$ cat src/rtl/proc_mem_pkg.sv
// Shared constants and types for the processor memory arbiter.
package proc_mem_pkg;

  localparam int DEF_MEM_DEPTH  = 1024;
  localparam int DEF_ADDR_WIDTH = $clog2(DEF_MEM_DEPTH);

  // Bit positions in the internal one-hot grant vector
  localparam int PORT_IF = 0;
  localparam int PORT_LS = 1;

  typedef enum logic [1:0] {
    GNT_NONE,
    GNT_IF,
    GNT_LS
  } gnt_sel_e;

endpackage

$ cat src/rtl/proc_mem_arb_sel.sv
// Combinational grant select: LS wins, except when IF has waited the full streak.
module proc_mem_arb_sel
  import proc_mem_pkg::*;
#(
  parameter int MAX_LS_STREAK = 4
) (
  input  logic       if_req_i,
  input  logic       ls_req_i,
  input  logic [3:0] streak_i,
  output logic [1:0] gnt_o
);

  localparam logic [3:0] MAX_STREAK = 4'(MAX_LS_STREAK);

  gnt_sel_e sel;

  // Pick the winner and expand it to a one-hot grant vector
  always_comb begin
    sel   = GNT_NONE;
    gnt_o = '0;
    if (ls_req_i && !(if_req_i && (streak_i == MAX_STREAK))) sel = GNT_LS;
    else if (if_req_i)                                        sel = GNT_IF;
    gnt_o[PORT_IF] = (sel == GNT_IF);
    gnt_o[PORT_LS] = (sel == GNT_LS);
  end

endmodule

$ cat src/rtl/proc_mem_arbiter.sv
// Two-requester arbiter for the single-port processor memory (IF read, LS read/write).
module proc_mem_arbiter
  import proc_mem_pkg::*;
#(
  parameter  int DATA_WIDTH    = 32,
  parameter  int MEM_DEPTH     = DEF_MEM_DEPTH,
  parameter  int MAX_LS_STREAK = 4,
  localparam int ADDR_WIDTH    = $clog2(MEM_DEPTH)
) (
  input  logic                  clk,
  input  logic                  rst,
  input  logic                  if_req_i,
  input  logic [ADDR_WIDTH-1:0] if_add_i,
  output logic                  if_gnt_o,
  output logic                  if_rvalid_o,
  output logic [DATA_WIDTH-1:0] if_rdata_o,
  input  logic                  ls_req_i,
  input  logic                  ls_we_i,
  input  logic [ADDR_WIDTH-1:0] ls_add_i,
  input  logic [DATA_WIDTH-1:0] ls_wdata_i,
  output logic                  ls_gnt_o,
  output logic                  ls_rvalid_o,
  output logic [DATA_WIDTH-1:0] ls_rdata_o,
  output logic                  mem_we_o,
  output logic [ADDR_WIDTH-1:0] mem_add_o,
  output logic [DATA_WIDTH-1:0] mem_wdata_o,
  input  logic [DATA_WIDTH-1:0] mem_rdata_i
);

  localparam logic [3:0] MAX_STREAK = 4'(MAX_LS_STREAK);

  logic [1:0]            gnt;
  logic                  if_gnt, ls_gnt;
  logic [3:0]            streak_q, streak_d;
  logic                  if_rvalid_q, if_rvalid_d;
  logic                  ls_rvalid_q, ls_rvalid_d;
  logic [DATA_WIDTH-1:0] if_rdata_q, if_rdata_d;
  logic [DATA_WIDTH-1:0] ls_rdata_q, ls_rdata_d;

  proc_mem_arb_sel #(.MAX_LS_STREAK(MAX_LS_STREAK)) u_sel (
    .if_req_i (if_req_i),
    .ls_req_i (ls_req_i),
    .streak_i (streak_q),
    .gnt_o    (gnt)
  );

  // Grants are suppressed during reset so nothing reaches the memory
  assign if_gnt   = gnt[PORT_IF] & ~rst;
  assign ls_gnt   = gnt[PORT_LS] & ~rst;
  assign if_gnt_o = if_gnt;
  assign ls_gnt_o = ls_gnt;

  // Memory port mux; idle port is driven to all zeros
  always_comb begin
    mem_we_o    = 1'b0;
    mem_add_o   = '0;
    mem_wdata_o = '0;
    if (ls_gnt) begin
      mem_we_o    = ls_we_i;
      mem_add_o   = ls_add_i;
      mem_wdata_o = ls_wdata_i;
    end else if (if_gnt) begin
      mem_add_o   = if_add_i;
    end
  end

  // Next state: streak counter and one-cycle-latency responses
  always_comb begin
    streak_d = streak_q;
    if (!if_req_i || if_gnt)  streak_d = '0;
    else if (ls_gnt)          streak_d = (streak_q == MAX_STREAK) ? MAX_STREAK : streak_q + 4'd1;

    if_rvalid_d = if_gnt;
    if_rdata_d  = if_gnt ? mem_rdata_i : if_rdata_q;
    ls_rvalid_d = ls_gnt;
    ls_rdata_d  = (ls_gnt && !ls_we_i) ? mem_rdata_i : ls_rdata_q;
  end

  // State registers; reset drops any pending response
  always_ff @(posedge clk or posedge rst) begin
    if (rst) begin
      streak_q    <= '0;
      if_rvalid_q <= 1'b0;
      ls_rvalid_q <= 1'b0;
      if_rdata_q  <= '0;
      ls_rdata_q  <= '0;
    end else begin
      streak_q    <= streak_d;
      if_rvalid_q <= if_rvalid_d;
      ls_rvalid_q <= ls_rvalid_d;
      if_rdata_q  <= if_rdata_d;
      ls_rdata_q  <= ls_rdata_d;
    end
  end

  assign if_rvalid_o = if_rvalid_q;
  assign if_rdata_o  = if_rdata_q;
  assign ls_rvalid_o = ls_rvalid_q;
  assign ls_rdata_o  = ls_rdata_q;

endmodule

$ cat config.mk
export PLATFORM = sky130hd
export DESIGN_NAME = proc_mem_arbiter
export DESIGN_NICKNAME = d
export VERILOG_FILES = /design/src/rtl/proc_mem_pkg.sv /design/src/rtl/proc_mem_arb_sel.sv /design/src/rtl/proc_mem_arbiter.sv
export SDC_FILE = /design/constraint.sdc
export NUM_CORES = 1
export LEC_CHECK = 0
export CORE_AREA = 2 2 100 102
export DETAILED_ROUTE_END_ITERATION = 10
export DIE_AREA = 0 0 102 104
export PLACE_DENSITY = 0.83
export SLEW_MARGIN = 40
export SYNTH_ARGS = -nofsm -noshare
export SYNTH_HDL_FRONTEND = slang
export SYNTH_SLANG_ARGS = --single-unit
$ cat constraint.sdc
create_clock -name clk -period 2.2 [get_ports clk]
set_input_delay 0.44 -clock clk [delete_from_list [all_inputs] [get_ports clk]]
set_output_delay 0.44 -clock clk [all_outputs]
set_load 0.005 [all_outputs]
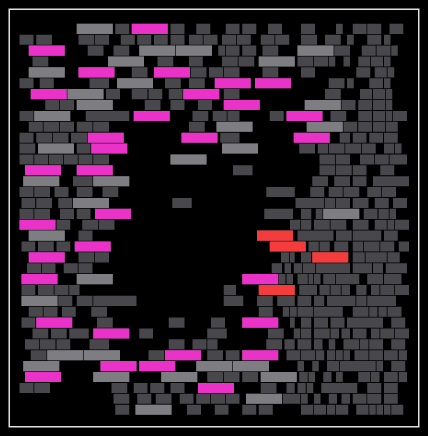
run_1/flops_by_reg.png
Scale: 4 px per um. Other sequential cells in the stronger grey, the rest of the logic in the fainter grey.
Key: magenta = ls_rdata_o [flops 32]; red = streak_q [flops 4]
Another 34 sequential cells are not coloured.

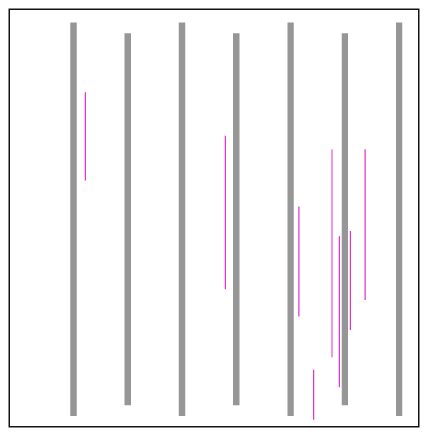
run_1/layer_met4.png
Scale: 4 px per um. Supply wires on this layer in grey.
The wires run mostly vertical. The longest straight run is 51.7 um. The layer carries 250 um of wire. The layer holds 2.3% of the routed length.

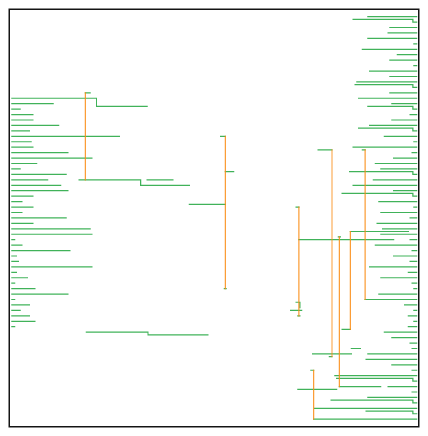
run_1/wires.png
Scale: 4 px per um. Only two layers are drawn.
Key: green = metal 3 [wire length 1170 um]; orange = metal 4 [wire length 250 um]

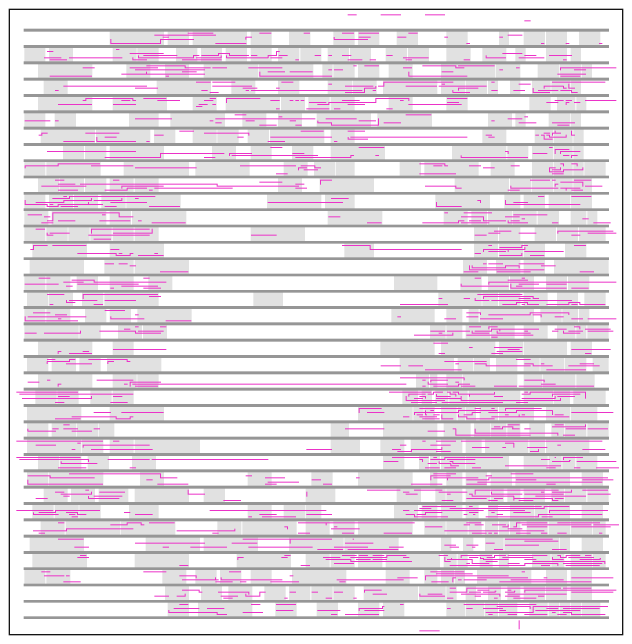
run_1/layer_met1.png
Scale: 6 px per um. Supply wires on this layer in grey. Cells faint in the background.
The layer carries 3760 um of wire. The wires run mostly horizontal. The layer holds 35% of the routed length. The longest straight run is 45.5 um.

==> impl_metrics.toml, run 1 <==
# implementation run metrics
[sta]
final-setup-viol-count = 16
clock.fmax_ghz = 0.421
worst_slew_pin_slew_ps = 392
clock_skew_ps = 11.2
final_max_slew_viol_count = 0
rsz0062_at_grt = "yes"
period_used_share = 1.08
fin_ws_ps = -173
fin_crit_ps = 2370
hold_viol_final = 0
slew-limit-headroom = 0.739

[die]
ios = 200
dieWidth_um = 102
initCoreUtil = 0.322
die_y_um = 104
num_rows = 36
die-area_um2 = 10600

[worst_setup_path]
path_max_fanout = 8
cp-start-kind = "register"
cp.arrival_ps = 1930
crit_slowest_cell = "dfrtp_1"
worstPathCellList = "inv_2 > ha_4 > nand4b_4 > buf_4 > buf_6 > and3_1 > dlygate4sd2_1"
cpPeakStageDelay_ps = 400
required_ps = 1760
worst_setup_path_end_kind = "primary output"

[detailed_routing]
vias = 2799
final_antenna_net_count = 0
drt_wl_total_um = 10800
drcViolationCount = 0
viasPerCell = 4.76
wire_per_inst_um = 18.4
drt-initial-drc-count = 79

[yosys]
ys.warnings.count = 0
yosys-top-cells-area = "dfrtp_1, mux2_2, and3_1, mux2_1, a22o_1"
synth-edff-count = 0
ys_seq_frac = 0.569
ys_area_um2 = 3080
synth.largest_area_cell = "dfrtp_1"
ys_cells = 219
synth_cells = 219

[cts]
path_clk_slew_ps = 80
clockRootBuffer = "clkbuf_8"
clkLatencyLatePin_ps = 340
cts.sinks = 70
cts_tree = "built"
clockBufferDepth = 2
htree_levels = 3

[placement]
dp_cells = 551
hpwl_um = 7520

[global_routing]
grt_start_max_net_pins = 71
grtUsageTotal = 0.182
grt_util_met1 = 0.185
grt-busiest-layer = "met2"
grt_use_met3 = 0.0726
use_met2 = 0.337
grt_overflow_total = 0

[final_layout]
antennaDiodeCount = 0
final_core_util = 0.602
drive_gt1_frac = 0.369
stdcell_count = 588

[power_and_ir_drop]
power.density_nw_per_um2 = 679
p_total_uw = 3900
cellLeakagePower_uw = 0.00263

[run_status]
violations = "negative setup slack"
status = "finished with violations"

[hold_path]
hp-class = "in -> async"

[job]
tool_warnings = 29
## run 1: per-layer routing
metal / vias to the layer above / part of all wire
li1: 1255 / -
met1: 1377 / 0.35
met2: 148 / 0.52
met3: 19 / 0.11
met4: 0 / 0.023
met5: - / 0
## run 1: flip-flops by register name, indices dropped and copies added (netlist names)
| signal | flops |
|---|---|
| if_rdata_o | 32 |
| ls_rdata_o | 32 |
| streak_q | 4 |
| if_rvalid_o | 1 |
| ls_rvalid_o | 1 |
## run 1: cells in the mapped netlist (2+ instances only)
master / n
ha_1: 2
o21ai_0: 2
buf_6: 6
and3_1: 34
buf_2: 3
mux2_1: 8
mux2_2: 56
dfrtp_1: 70
a22o_1: 10
nand3b_1: 2
nand3_1: 4
clkbuf_1: 7
inv_1: 3
## run 1: kinds of logic (layout without fill, tap and decap cells)
family | count (synthesis) | after routing | synth area share
adders and majority gates | 2 | 2 | 0.00813
DFF | 70 | 70 | 0.569
buffers and inverters | 19 | 255 | 0.0390
muxes | 64 | 64 | 0.234
AOI/OAI and AO/OA | 15 | 15 | 0.0407
and+or+nand+nor | 49 | 49 | 0.109
## run 1: final cells by class
cell class,count,area (um2),area share
Timing Repair Buffer,236,2290,0.398
Clock buffer,9,124,0.0215
Inverter,3,15.0,0.00261
Multi-Input combinational cell,130,1310,0.228
Sequential cell,70,1750,0.305
Clock inverter,7,97.6,0.0170
Tap cell,133,166,0.0289
## run 1: power by group
| part | switching (uW) | internal (uW) |
|---|---|---|
| combinational | 342 | 793 |
| clock | 493 | 642 |
| sequential | 120 | 1510 |
## run 1: worst max-delay path: cells and delay by family (launching register included)
family	cells	cell delay, ps
buf+inv	4	680
fa+ha+maj	1	170
flops	1	400
simple gates	2	350
## run 1: through the flow
step                area, um2  hold WS [ps]  setup slack (ps)
global placement         5320           466              -306
detailed placement       5320           480              -331
CTS                      5580           499              -217
global route             5750           471              -239
floorplan                3080           483               317
finish                   5750           418              -173
## run 1: path summary, 6_finish.rpt
path | from | endpoint | slack [ps]
min | rst | ls_rvalid_o | 420
min reg2reg | if_rdata_o[9] | if_rdata_o[9] | 490
max reg2reg | streak_q[1] | ls_rdata_o[22] | 150
min in group clk | if_rdata_o[9] | if_rdata_o[9] | 490
max in group asynchronous | rst | ls_rdata_o[2] | 1450
max | streak_q[1] | mem_wdata_o[11] | -170
## run 1: cell usage in the layout (no fill, tap or decap), types with 2 or more instances in the layout
master,count
a22o_1,10
and3_1,21
and3_4,13
buf_12,5
buf_2,3
buf_4,21
buf_6,10
buf_8,2
bufinv_16,2
clkbuf_16,4
clkbuf_2,28
clkbuf_8,9
clkdlybuf4s50_1,151
clkinvlp_4,3
dfrtp_1,70
dlygate4sd2_1,8
dlymetal6s2s_1,4
inv_2,2
mux2_1,8
mux2_2,56
nand3_1,4
nand3b_1,2
nand3b_4,2
o21ai_0,2
## run 1: what timing repair did
action,CTS,global route
pin swaps,4,6
endpoints found under the setup margin,45,45
hold buffers,0,0
buffers inserted,3,14
gates cloned,0,5
gates resized,75,87
==> run 2: changes to the inputs <==
- TNS_END_PERCENT: not set -> 100
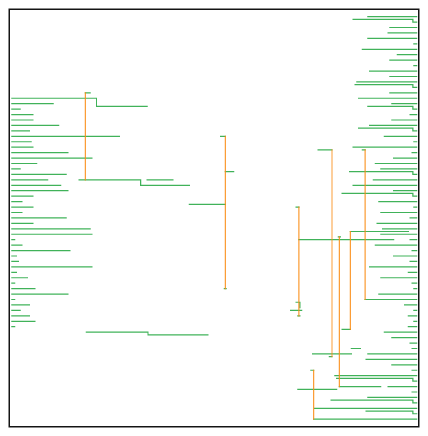
run_2/wires.png
Scale: 4 px per um. Only two layers are drawn.
Key: orange = metal 4 [wire length 250 um]; green = metal 3 [wire length 1170 um]

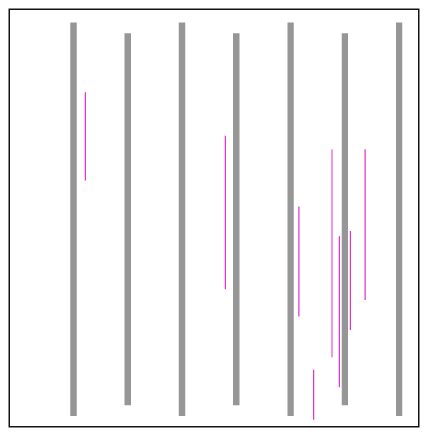
run_2/layer_met4.png
Scale: 4 px per um. Supply wires on this layer in grey.
The wires run mostly vertical. The longest straight run is 51.7 um.

==> run 2 against run 1 <==
  * The run still ends with negative setup slack left
  * Clock power hardly changed
  * Via count stayed put
  * Global-route usage stayed put
  * Core utilization stayed put
  * Final cell count stayed put
  * Power stayed put
  * Clock-buffer cell count stayed put
  * Clock skew stayed put
  * Synthesized cell count stayed put
  * Critical endpoint unchanged
  * Non-clock buffer count stayed put
  * Sequential share of layout area stayed put
  * Register-to-register slack hardly changed
==> impl_metrics.toml, run 2 <==
# implementation run metrics
[run_status]
status = "finished with violations"
violations = "negative setup slack"

[worst_setup_path]
critical_path_buf_inv_count = 4
cpPeakStageDelay_ps = 400
cp.arrival_ps = 1930
r2r_end = "ls_rdata_o[22]"
crit_slowest_cell = "dfrtp_1"
r2r-start = "streak_q[1]"
path_max_fanout = 8
worstPathCellList = "inv_2 > ha_4 > nand4b_4 > buf_4 > buf_6 > and3_1 > dlygate4sd2_1"
worst_setup_path_end_kind = "primary output"
crit_family = "buffers and inverters"
cp-start-kind = "register"
reg2reg_slack_ps = 150
worst-path-stages = 7
required_ps = 1760
critical_path_class = "reg -> out"

[yosys]
synth_flops = 70
top_cell_area_share = 0.569
synth_cell_type_count = 25
ys_seq_frac = 0.569
ys.warnings.count = 0
yosys-top-cells-area = "dfrtp_1, mux2_2, and3_1, mux2_1, a22o_1"
synth-edff-count = 0
ys_area_um2 = 3080
fp_nets = 310
synth.largest_area_cell = "dfrtp_1"
synthesis.area_um2 = 3080
synth_cells = 219
ys_cells = 219
syn_avg_cell_area_um2 = 14.0
synth_top_flop_cell = "dfrtp_1"
synth_top_cell_by_count = "dfrtp_1"
top_cells_by_count = "dfrtp_1, mux2_2, and3_1, a22o_1, mux2_1"

[job]
maxCapViolCount = 0
tool_warnings = 29

[die]
num_rows = 36
die-area_um2 = 10600
ios = 200
core-area_um2 = 9550
dieWidth_um = 102
initCoreUtil = 0.322
die_y_um = 104

[sta]
final_max_slew_viol_count = 0
worst_slew_pin_slew_ps = 392
hold_viol_final = 0
final-setup-viol-count = 16
rsz0062_at_grt = "yes"
clock.fmax_ghz = 0.421
fin_ws_ps = -173
period_used_share = 1.08
clock_skew_ps = 11.2
fin_crit_ps = 2370
slew-limit-headroom = 0.739

[detailed_routing]
dr.pass1.iters = 5
wire_per_inst_um = 18.4
viasPerCell = 4.76
final_antenna_net_count = 0
vias = 2799
drt-initial-drc-count = 79
drt_wl_total_um = 10800
drcViolationCount = 0

[global_routing]
grtUsageTotal = 0.182
grt_pass1_vias = 2897
grt_pass1_wl_um = 14900
grt_overflow_total = 0
grt_start_max_net_pins = 71

[placement]
hpwl_um = 7520
place_area_um2 = 5320
gp_congestion = 0.930
portBuffers = 199

[cts]
clockRootBuffer = "clkbuf_8"
cts.sinks = 70
path_clk_slew_ps = 80
htree_levels = 3
clockBufferDepth = 2
cts_buffers = 9
cts_tree = "built"
clkLatencyLatePin_ps = 340

[final_layout]
area_delta_synth_final_pct = 86.9
most-common-layout-cells = "clkdlybuf4s50_1, dfrtp_1, mux2_2"
antennaDiodeCount = 0
fin_nets = 541
drive_gt1_frac = 0.369
final_core_util = 0.602
lay_top_count = "clkdlybuf4s50_1"
design_area_um2 = 5750

[power_and_ir_drop]
max-vdd-ir-drop_uv = 628
power.density_nw_per_um2 = 679
cellLeakagePower_uw = 0.00263

[hold_path]
hp-class = "in -> async"
## run 2: cell families (layout without fill, tap and decap cells)
family,Yosys count,after routing,synth area share
DFF,70,70,0.569
and+or+nand+nor,49,49,0.109
adders and majority gates,2,2,0.00813
muxes,64,64,0.234
buffers and inverters,19,255,0.0390
AOI/OAI and AO/OA,15,15,0.0407
## run 2: worst max-delay path by stage
stage,start,end,slack (ps)
after floorplan,streak_q[0],mem_add_o[0],320
after global placement,if_req_i,mem_add_o[2],-310
after detailed placement,if_req_i,mem_add_o[4],-330
after CTS,ls_req_i,mem_we_o,-220
after global routing,streak_q[1],mem_wdata_o[11],-240
final,streak_q[1],mem_wdata_o[11],-170
## run 2: area by class of cell
class	count	area, um2
Clock buffer	9	124
Clock inverter	7	97.6
Fill cell	765	3800
Inverter	3	15.0
Multi-Input combinational cell	130	1310
Sequential cell	70	1750
Tap cell	133	166
Timing Repair Buffer	236	2290
## run 2: metal layers
metal | global-route usage | vias to the layer above | part of all wire
met5 | 0 | - | 0
met4 | 0.0514 | 0 | 0.023
met3 | 0.0726 | 19 | 0.11
met2 | 0.337 | 148 | 0.52
met1 | 0.185 | 1377 | 0.35
li1 | - | 1255 | -
## run 2: stage by stage
step	worst slack, ps	hold slack, ps	setup TNS (ps)	cells	power [uW]
2_1_floorplan	317	483	0	219	1970
3_3_place_gp	-306	466	-11500	551	2740
3_5_place_dp	-331	480	-11720	551	2780
4_1_cts	-217	499	-474	569	3940
5_1_grt	-239	471	-3480	588	4100
6_report	-173	418	-1330	588	3900
## run 2: worst min-delay path, stage by stage
cell,delay [ps]
dlymetal6s2s_1,180
buf_4,170
clkinvlp_4,70
buf_12,290
## run 2: power breakdown
group / switching (uW) / internal (uW)
registers: 120 / 1510
clock network: 493 / 642
logic: 342 / 793
## run 2: repair_timing
action | 4_1_cts | 5_1_grt
pin swaps | 4 | 6
gates cloned | 0 | 5
buffers inserted | 3 | 14
setup endpoints to repair | 45 | 45
resized | 75 | 87
hold buffers | 0 | 0
run_2/flops_by_reg.png
Scale: 4 px per um. Other sequential cells in the stronger grey, the rest of the logic in the fainter grey.
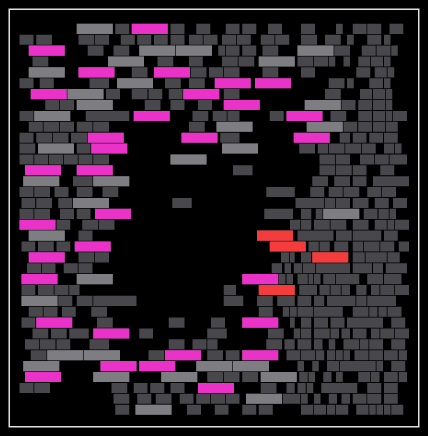

==> run 3: changes to the inputs <==
- SKIP_CTS_REPAIR_TIMING: not set -> 1
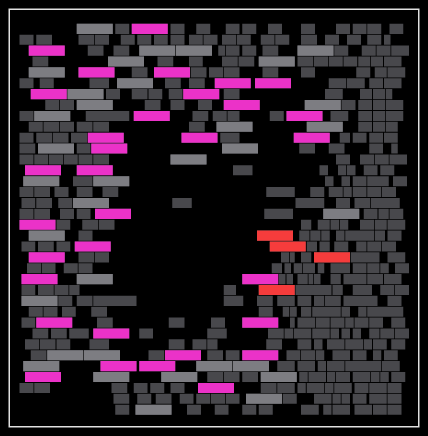
run_3/flops_by_reg.png
Scale: 4 px per um. Other sequential cells in the stronger grey, the rest of the logic in the fainter grey.
Key: red = streak_q [flops 4]; magenta = ls_rdata_o [flops 32]
Another 34 sequential cells are not coloured.

==> run 3 against run 2 <==
  * The run still ends with negative setup slack left
  * Worst hold slack better by 8.7 ps
  * Global-route usage down 0.20 points
  * Routed wire length is 4.3% lower
  * Via count down 2.9%
  * Final cell count down 2.2%
  * Clock power barely moved
  * Maximum frequency decreased by 0.60%
  * Register-to-register slack gained 220 ps
  * Worst setup slack got worse by 14 ps
  * Critical endpoint is now mem_wdata_o[29]
  * Largest power group unchanged
==> impl_metrics.toml, run 3 <==
# implementation run metrics
[detailed_routing]
dr.pass1.iters = 4
drt-initial-drc-count = 77
viasPerCell = 4.73
vias = 2717
drcViolationCount = 0
final_antenna_net_count = 0

[yosys]
syn_avg_cell_area_um2 = 14.0
ys_seq_frac = 0.569
ys_cells = 219
yosys-top-cells-area = "dfrtp_1, mux2_2, and3_1, mux2_1, a22o_1"
synth.largest_area_cell = "dfrtp_1"
fp_nets = 310
top_cells_by_count = "dfrtp_1, mux2_2, and3_1, a22o_1, mux2_1"
synth_cells = 219
ys.warnings.count = 0
synth_top_flop_cell = "dfrtp_1"
top_cell_area_share = 0.569
synth_cell_type_count = 25
synth_flops = 70
ys_area_um2 = 3080
synth-edff-count = 0

[die]
core-area_um2 = 9550
die_y_um = 104
num_rows = 36
dieWidth_um = 102
initCoreUtil = 0.322

[worst_setup_path]
path_max_fanout = 34
crit_start = "streak_q[1]"
worst_setup_path_end_kind = "primary output"
r2r-start = "streak_q[1]"
cp-start-kind = "register"
critical_path_class = "reg -> out"
cp.arrival_ps = 1950

[global_routing]
use_met2 = 0.323
grt-busiest-layer = "met2"
grt_use_met3 = 0.0746
grt_pass1_wl_um = 14700
grt_overflow_total = 0
grt_util_met1 = 0.189
grt_start_max_net_pins = 71
grtUsageTotal = 0.180

[job]
tool_warnings = 28
maxCapViolCount = 0

[placement]
place_area_um2 = 5320
portBuffers = 199
hpwl_um = 7520
gp_congestion = 0.930
dp_cells = 551

[sta]
timing.hold.ws_ps = 426
rsz0062_at_grt = "yes"
slew-limit-headroom = 0.739
final-setup-viol-count = 21
fin_ws_ps = -187
final_max_slew_viol_count = 0
worst_slew_pin_slew_ps = 392
period_used_share = 1.09
hold_viol_final = 0
clock.fmax_ghz = 0.419

[final_layout]
area_delta_synth_final_pct = 87.5
final_core_util = 0.604
combGateArea_um2 = 1250
lay_top_count = "clkdlybuf4s50_1"
stdcell_count = 575
most-common-layout-cells = "clkdlybuf4s50_1, dfrtp_1, mux2_2"
fill_cells = 757
antennaDiodeCount = 0
drive_gt1_frac = 0.251

[power_and_ir_drop]
pwr-share-clk = 0.291
p_seq_frac = 0.419
sw_frac_of_total = 0.243
internal_power_uw = 2950
power_switching_uw = 948
cellLeakagePower_uw = 0.00298
power_frac_comb = 0.290

[run_status]
status = "finished with violations"
violations = "negative setup slack"

[cts]
clockRootBuffer = "clkbuf_8"
path_clk_slew_ps = 70
cts.sinks = 70
cts_tree = "built"
clkLatencyLatePin_ps = 340

[hold_path]
hp-class = "in -> async"
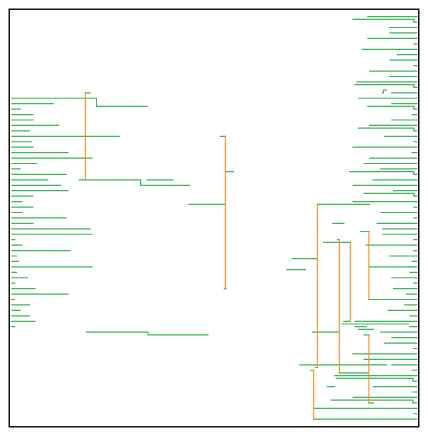
run_3/wires.png
Scale: 4 px per um. Only two layers are drawn.
Key: green = metal 3 [wire length 1220 um]; orange = metal 4 [wire length 200 um]

run 3: cell types whose count changed in the layout (fill, tap and decap cells not counted), moves of 7 or more:
| cell | change |
|---|---|
| dlymetal6s2s_1 | +31 |
| clkbuf_2 | -25 |
| and3_1 | +12 |
| and3_4 | -12 |
| clkdlybuf4s50_1 | +10 |
| buf_6 | -9 |
| dlygate4sd2_1 | -8 |
| buf_4 | -7 |
run 3: layout make-up:
| cell class | instances | share of cell area |
|---|---|---|
| sequential | 70 | 0.304 |
| inverter | 3 | 0.00260 |
| tap | 133 | 0.0288 |
| clock inverter | 7 | 0.0169 |
| timing repair buffer | 223 | 0.410 |
| clock buffer | 9 | 0.0215 |
| multi-input combinational | 130 | 0.216 |
run 3: kinds of logic after synthesis:
group | after synthesis | share of synthesized area
buffers and inverters | 19 | 0.0390
DFF | 70 | 0.569
AOI/OAI and AO/OA | 15 | 0.0407
muxes | 64 | 0.234
adders and majority gates | 2 | 0.00813
and+or+nand+nor | 49 | 0.109
run 3: per-stage QoR:
stage,power (uW),setup slack (ps),TNS (ps)
floorplan,1970,317,0
global placement,2740,-306,-11500
detailed placement,2780,-331,-11720
CTS,3940,-426,-16730
global route,4100,-269,-4790
finish,3900,-187,-3140
run 3: worst max-delay path, stage by stage (launching register included):
cell	delay, ps
dfrtp_1	370
inv_2	60
ha_4	170
nand4b_4	110
buf_12	170
and3_1	210
clkdlybuf4s50_1	520
run 3: path summary, 6_finish.rpt:
path,endpoint,slack [ps]
max in group asynchronous,ls_rdata_o[2],1440
setup reg to reg,if_rdata_o[18],370
setup / recovery,mem_wdata_o[29],-190
hold reg to reg,if_rdata_o[9],490
hold / removal,streak_q[3],430
min in group clk,if_rdata_o[9],490
run 3: layer usage:
| layer | vias up | share of wire |
|---|---|---|
| li1 | 1224 | - |
| met1 | 1317 | 0.35 |
| met2 | 158 | 0.51 |
| met3 | 18 | 0.12 |
| met4 | 0 | 0.019 |
| met5 | - | 0 |
run 3: power groups by stage:
stage | clock, uW | sequential, uW | combinational, uW
after CTS | 1180 | 1640 | 1130
after global routing | 1230 | 1660 | 1200
after detailed placement | 0 | 1660 | 1120
after global placement | 0 | 1640 | 1100
after floorplan | 0 | 1660 | 305
final | 1140 | 1630 | 1130
No activity file was given, so power comes from the tool's default toggle rates.
